===== src/rtl/seg7_scan_adder.sv =====
// seg7_scan_adder: registered WIDTH-bit adder driving a time-multiplexed hex 7-segment bank.
// Optional leading-zero blanking is enabled by defining LEADING_ZERO_BLANK_EN.
module seg7_scan_adder #(
    parameter int unsigned  DIGITS      = 4,
    parameter int unsigned  REFRESH_DIV = 100000,
    localparam int unsigned WIDTH       = 4 * DIGITS
) (
    input  logic              clk,
    input  logic              rst_n,
    input  logic [WIDTH-1:0]  a,
    input  logic [WIDTH-1:0]  b,
    input  logic              cin,
    input  logic              add_valid,
    output logic [WIDTH-1:0]  sum,
    output logic              cout,
    output logic              sum_valid,
    output logic [6:0]        seg,
    output logic              dp,
    output logic [DIGITS-1:0] control
);

    localparam int unsigned PRESC_W = $clog2(REFRESH_DIV);
    localparam int unsigned IDX_W   = (DIGITS > 1) ? $clog2(DIGITS) : 1;

    logic [WIDTH-1:0]  sum_q, sum_d;
    logic              cout_q, cout_d;
    logic              sum_valid_q, sum_valid_d;
    logic [PRESC_W-1:0] presc_q, presc_d;
    logic [IDX_W-1:0]  idx_q, idx_d;
    logic [6:0]        seg_q, seg_d;
    logic              dp_q, dp_d;
    logic [DIGITS-1:0] control_q, control_d;

    logic       slot_start;
    logic       presc_last;
    logic [3:0] nibble;
`ifdef LEADING_ZERO_BLANK_EN
    logic       upper_zero;
`endif

    function automatic logic [6:0] hex_seg(input logic [3:0] n);
        logic [6:0] s;
        unique case (n)
            4'h0: s = 7'h40;
            4'h1: s = 7'h79;
            4'h2: s = 7'h24;
            4'h3: s = 7'h30;
            4'h4: s = 7'h19;
            4'h5: s = 7'h12;
            4'h6: s = 7'h02;
            4'h7: s = 7'h78;
            4'h8: s = 7'h00;
            4'h9: s = 7'h10;
            4'hA: s = 7'h08;
            4'hB: s = 7'h03;
            4'hC: s = 7'h46;
            4'hD: s = 7'h21;
            4'hE: s = 7'h06;
            4'hF: s = 7'h0E;
        endcase
        return s;
    endfunction

    always_comb begin
        sum_d       = sum_q;
        cout_d      = cout_q;
        sum_valid_d = add_valid;
        if (add_valid) begin
            {cout_d, sum_d} = {1'b0, a} + {1'b0, b} + (WIDTH + 1)'(cin);
        end
    end

    always_comb begin
        presc_last = (presc_q == PRESC_W'(REFRESH_DIV - 1));
        presc_d    = presc_last ? '0 : presc_q + PRESC_W'(1);
        idx_d      = idx_q;
        if (presc_last) begin
            idx_d = (idx_q == IDX_W'(DIGITS - 1)) ? '0 : idx_q + IDX_W'(1);
        end
    end

    // Display registers load from sum_q (pre-update value) at the slot's first edge.
    always_comb begin
        slot_start = (presc_q == '0);
        nibble     = '0;
`ifdef LEADING_ZERO_BLANK_EN
        upper_zero = 1'b0;
`endif
        for (int i = 0; i < int'(DIGITS); i++) begin
            if (idx_q == IDX_W'(i)) begin
                nibble = sum_q[4*i +: 4];
`ifdef LEADING_ZERO_BLANK_EN
                upper_zero = ((sum_q >> (4 * i)) == '0);
`endif
            end
        end

        seg_d     = seg_q;
        dp_d      = dp_q;
        control_d = control_q;
        if (slot_start) begin
            seg_d = hex_seg(nibble);
`ifdef LEADING_ZERO_BLANK_EN
            if ((idx_q != '0) && upper_zero) begin
                seg_d = 7'h7F;
            end
`endif
            dp_d      = ~((idx_q == IDX_W'(DIGITS - 1)) && cout_q);
            control_d = ~(DIGITS'(1) << idx_q);
        end
    end

    always_ff @(posedge clk or negedge rst_n) begin
        if (!rst_n) begin
            sum_q       <= '0;
            cout_q      <= 1'b0;
            sum_valid_q <= 1'b0;
            presc_q     <= '0;
            idx_q       <= '0;
            seg_q       <= 7'h7F;
            dp_q        <= 1'b1;
            control_q   <= '1;
        end else begin
            sum_q       <= sum_d;
            cout_q      <= cout_d;
            sum_valid_q <= sum_valid_d;
            presc_q     <= presc_d;
            idx_q       <= idx_d;
            seg_q       <= seg_d;
            dp_q        <= dp_d;
            control_q   <= control_d;
        end
    end

    assign sum       = sum_q;
    assign cout      = cout_q;
    assign sum_valid = sum_valid_q;
    assign seg       = seg_q;
    assign dp        = dp_q;
    assign control   = control_q;

endmodule


===== config.mk =====
export PLATFORM = sky130hd
export DESIGN_NAME = seg7_scan_adder
export DESIGN_NICKNAME = d
export VERILOG_FILES = /design/src/rtl/seg7_scan_adder.sv
export SDC_FILE = /design/constraint.sdc
export NUM_CORES = 1
export LEC_CHECK = 0
export CAP_MARGIN = 20
export CORE_UTILIZATION = 35
export CTS_CLUSTER_SIZE = 28
export DETAILED_ROUTE_END_ITERATION = 8
export PLACE_DENSITY = 0.7
export REMOVE_ABC_BUFFERS = 1
export SYNTH_ARGS = -nofsm -noshare
export SYNTH_HDL_FRONTEND = slang
export SYNTH_SLANG_ARGS = --single-unit

===== constraint.sdc =====
create_clock -name clk -period 2.5 [get_ports clk]
set_input_delay 0.75 -clock clk [delete_from_list [all_inputs] [get_ports clk]]
set_output_delay 0.75 -clock clk [all_outputs]
set_load 0.005 [all_outputs]

Fig. 1: cells coloured by class
The bar under the picture is 20 µm long. Fill, decap, tap and diode cells in grey.
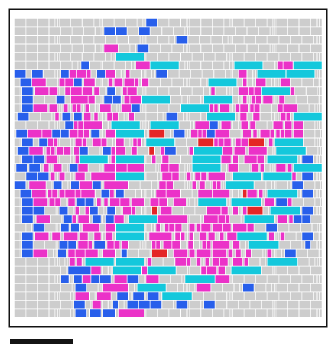
cyan -> sequential cells  # cells 49
magenta -> remaining logic cells  # cells 299
blue -> remaining buffers and delay cells  # cells 110
red -> clock drivers and dummy loads  # cells 8

Fig. 2: clock routing
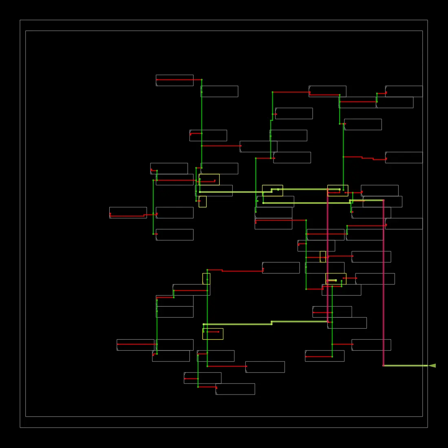
clk sinks: 49
Power Clock: 0.457 mW
clk latency late pin: 0.31 ns

Fig. 3: the metal 2 layer
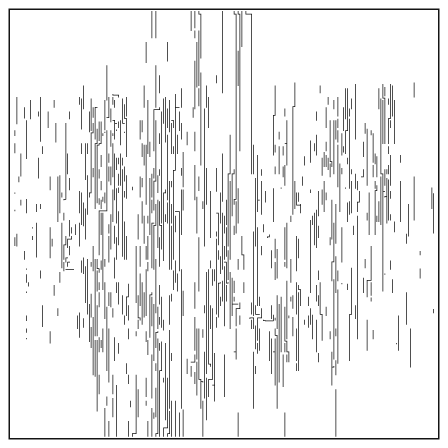
nets with wire on the layer = 441
main direction = vertical
share of all routed wire = 48%
wire length on this layer = 3930 µm
longest straight run = 43.5 µm

==> Changelog: implementation <==
### Metrics

* Grt met3 use at 3.19%
* Status: complete, but fails checks
* HP Class: input pin to async pin
* Met2 wire length at 3930 µm
* Simple Share, Synth at 21.7%
* Reg clk slew, reported paths at 0.09 ns
* WL met3 at 267 µm
* Reg area at approximately 1200 µm²
* Worst reg2reg startpoint: idx_q[1]
* Vias per std cell at 5.00
* Max_cap viols at 0
* CTS tree: yes
* Total Nets Final at ~530
* Top pwr grp: sequential cells
* Combinational power share at 37.7%
* Worst path top cell family by delay: adder cells
* Met2 Resource Use GR at a little under a third
* Max FO, Critical Path at 3
* Iter 0 DRT Violations at 90
* Fin worst setup slack at -0.0415 ns
* Dominant flop cell: dfrtp_1
* Comb_multi_in at 285
* Sequential cell power at 0.974 mW
* Worst vdd ir at 0.263 mV
* Commonest Layout Cell: clkdlybuf4s50_1
* Highest Clock Rate at 393 MHz
* Port Buffers at 65
* Synth flops at around 49
* Invs w/o clock at 14
* Most common logic cells in the final layout: 61 x clkdlybuf4s50_1, 44 x buf_4, 37 x dfrtp_1, 35 x nand2_1, 33 x nor2_1
* Netlist Area Pre-Place at 3400 µm²
* Layout Area Growth over Synthesis at 36.9%
* GRT busiest layer: met2
* Crit path depth at 9
* Adder Area Share at approximately 11%
* Slew headroom at 57.3%
* Power per standard cell area at a little under 500 nW/µm²
* Power share of the clock group at between 10% and 20%
* Placement Rows at 35
* Cell mode on critical path: fa_2
* Yosys warning total at 0
* Critical path origin: cin
* Util after Layout at 49.9%
* Share of layout cells above drive strength 1 at 24.2%
* Cycle use final at 102%
* Clock Tree Buf Depth at 2
* Final Setup Violations at 2
* Synth async-reset ratio at 100%
* Sw power at ~0.72 mW
* Worst Path Arrival at 2.74 ns
* Failing checks: setup timing
* Cells after Synth at 358
* Num CTS Buffers at 5
* Root buf cell: clkbuf_8
* Placed wire-length estimate at 6530 µm
* Final Instance Area at 4660 µm²
* Final Critical Period at 2.54 ns
* Total chip power at 2.30 mW
* Nonclk buf count at 110
* Top non-seq family: simple AND/OR/NAND/NOR gates
* Syn_area_per_cell at 9.50 µm²
* Worst Path Required at 2.70 ns
* Leak at approximately 2.0 nW
* Initial antenna violation count at 0
* Via count at around 3000
* Drt first pass iters at 4
* Vias in the first global route at 3016
* Post-route ant nets at 0
* MI comb area at 2130 µm²
* # fillers at between 800 and 900
Fig. 4: cell sizes after repair
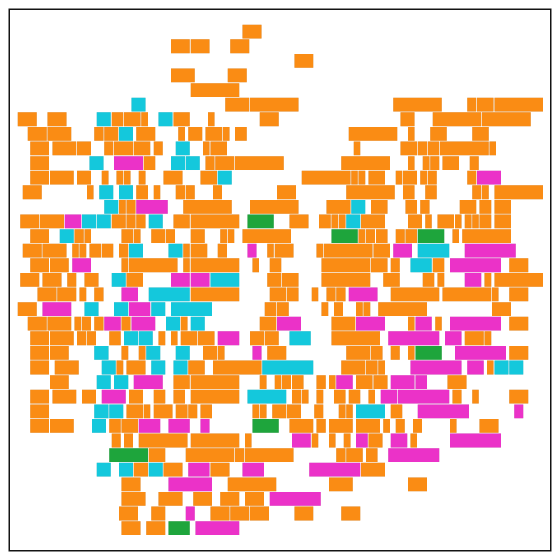
orange -> x1 and smaller  # cells 353
green -> x6 and larger  # cells 7
cyan -> x3 and x4  # cells 53
magenta -> x2  # cells 53

Fig. 5: gate-type map
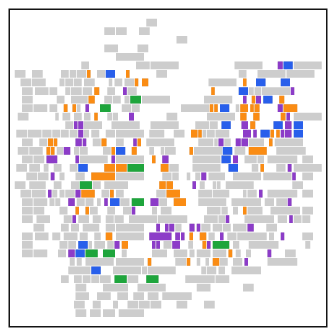
blue -> xor and xnor cells  # cells 21, most used xnor2_1
orange -> nor cells  # cells 62, most used nor2_1
purple -> nand cells  # cells 65, most used nand2_1
green -> mux cells  # cells 10, most used mux2_2

Power is estimated from default activity; no workload was simulated.
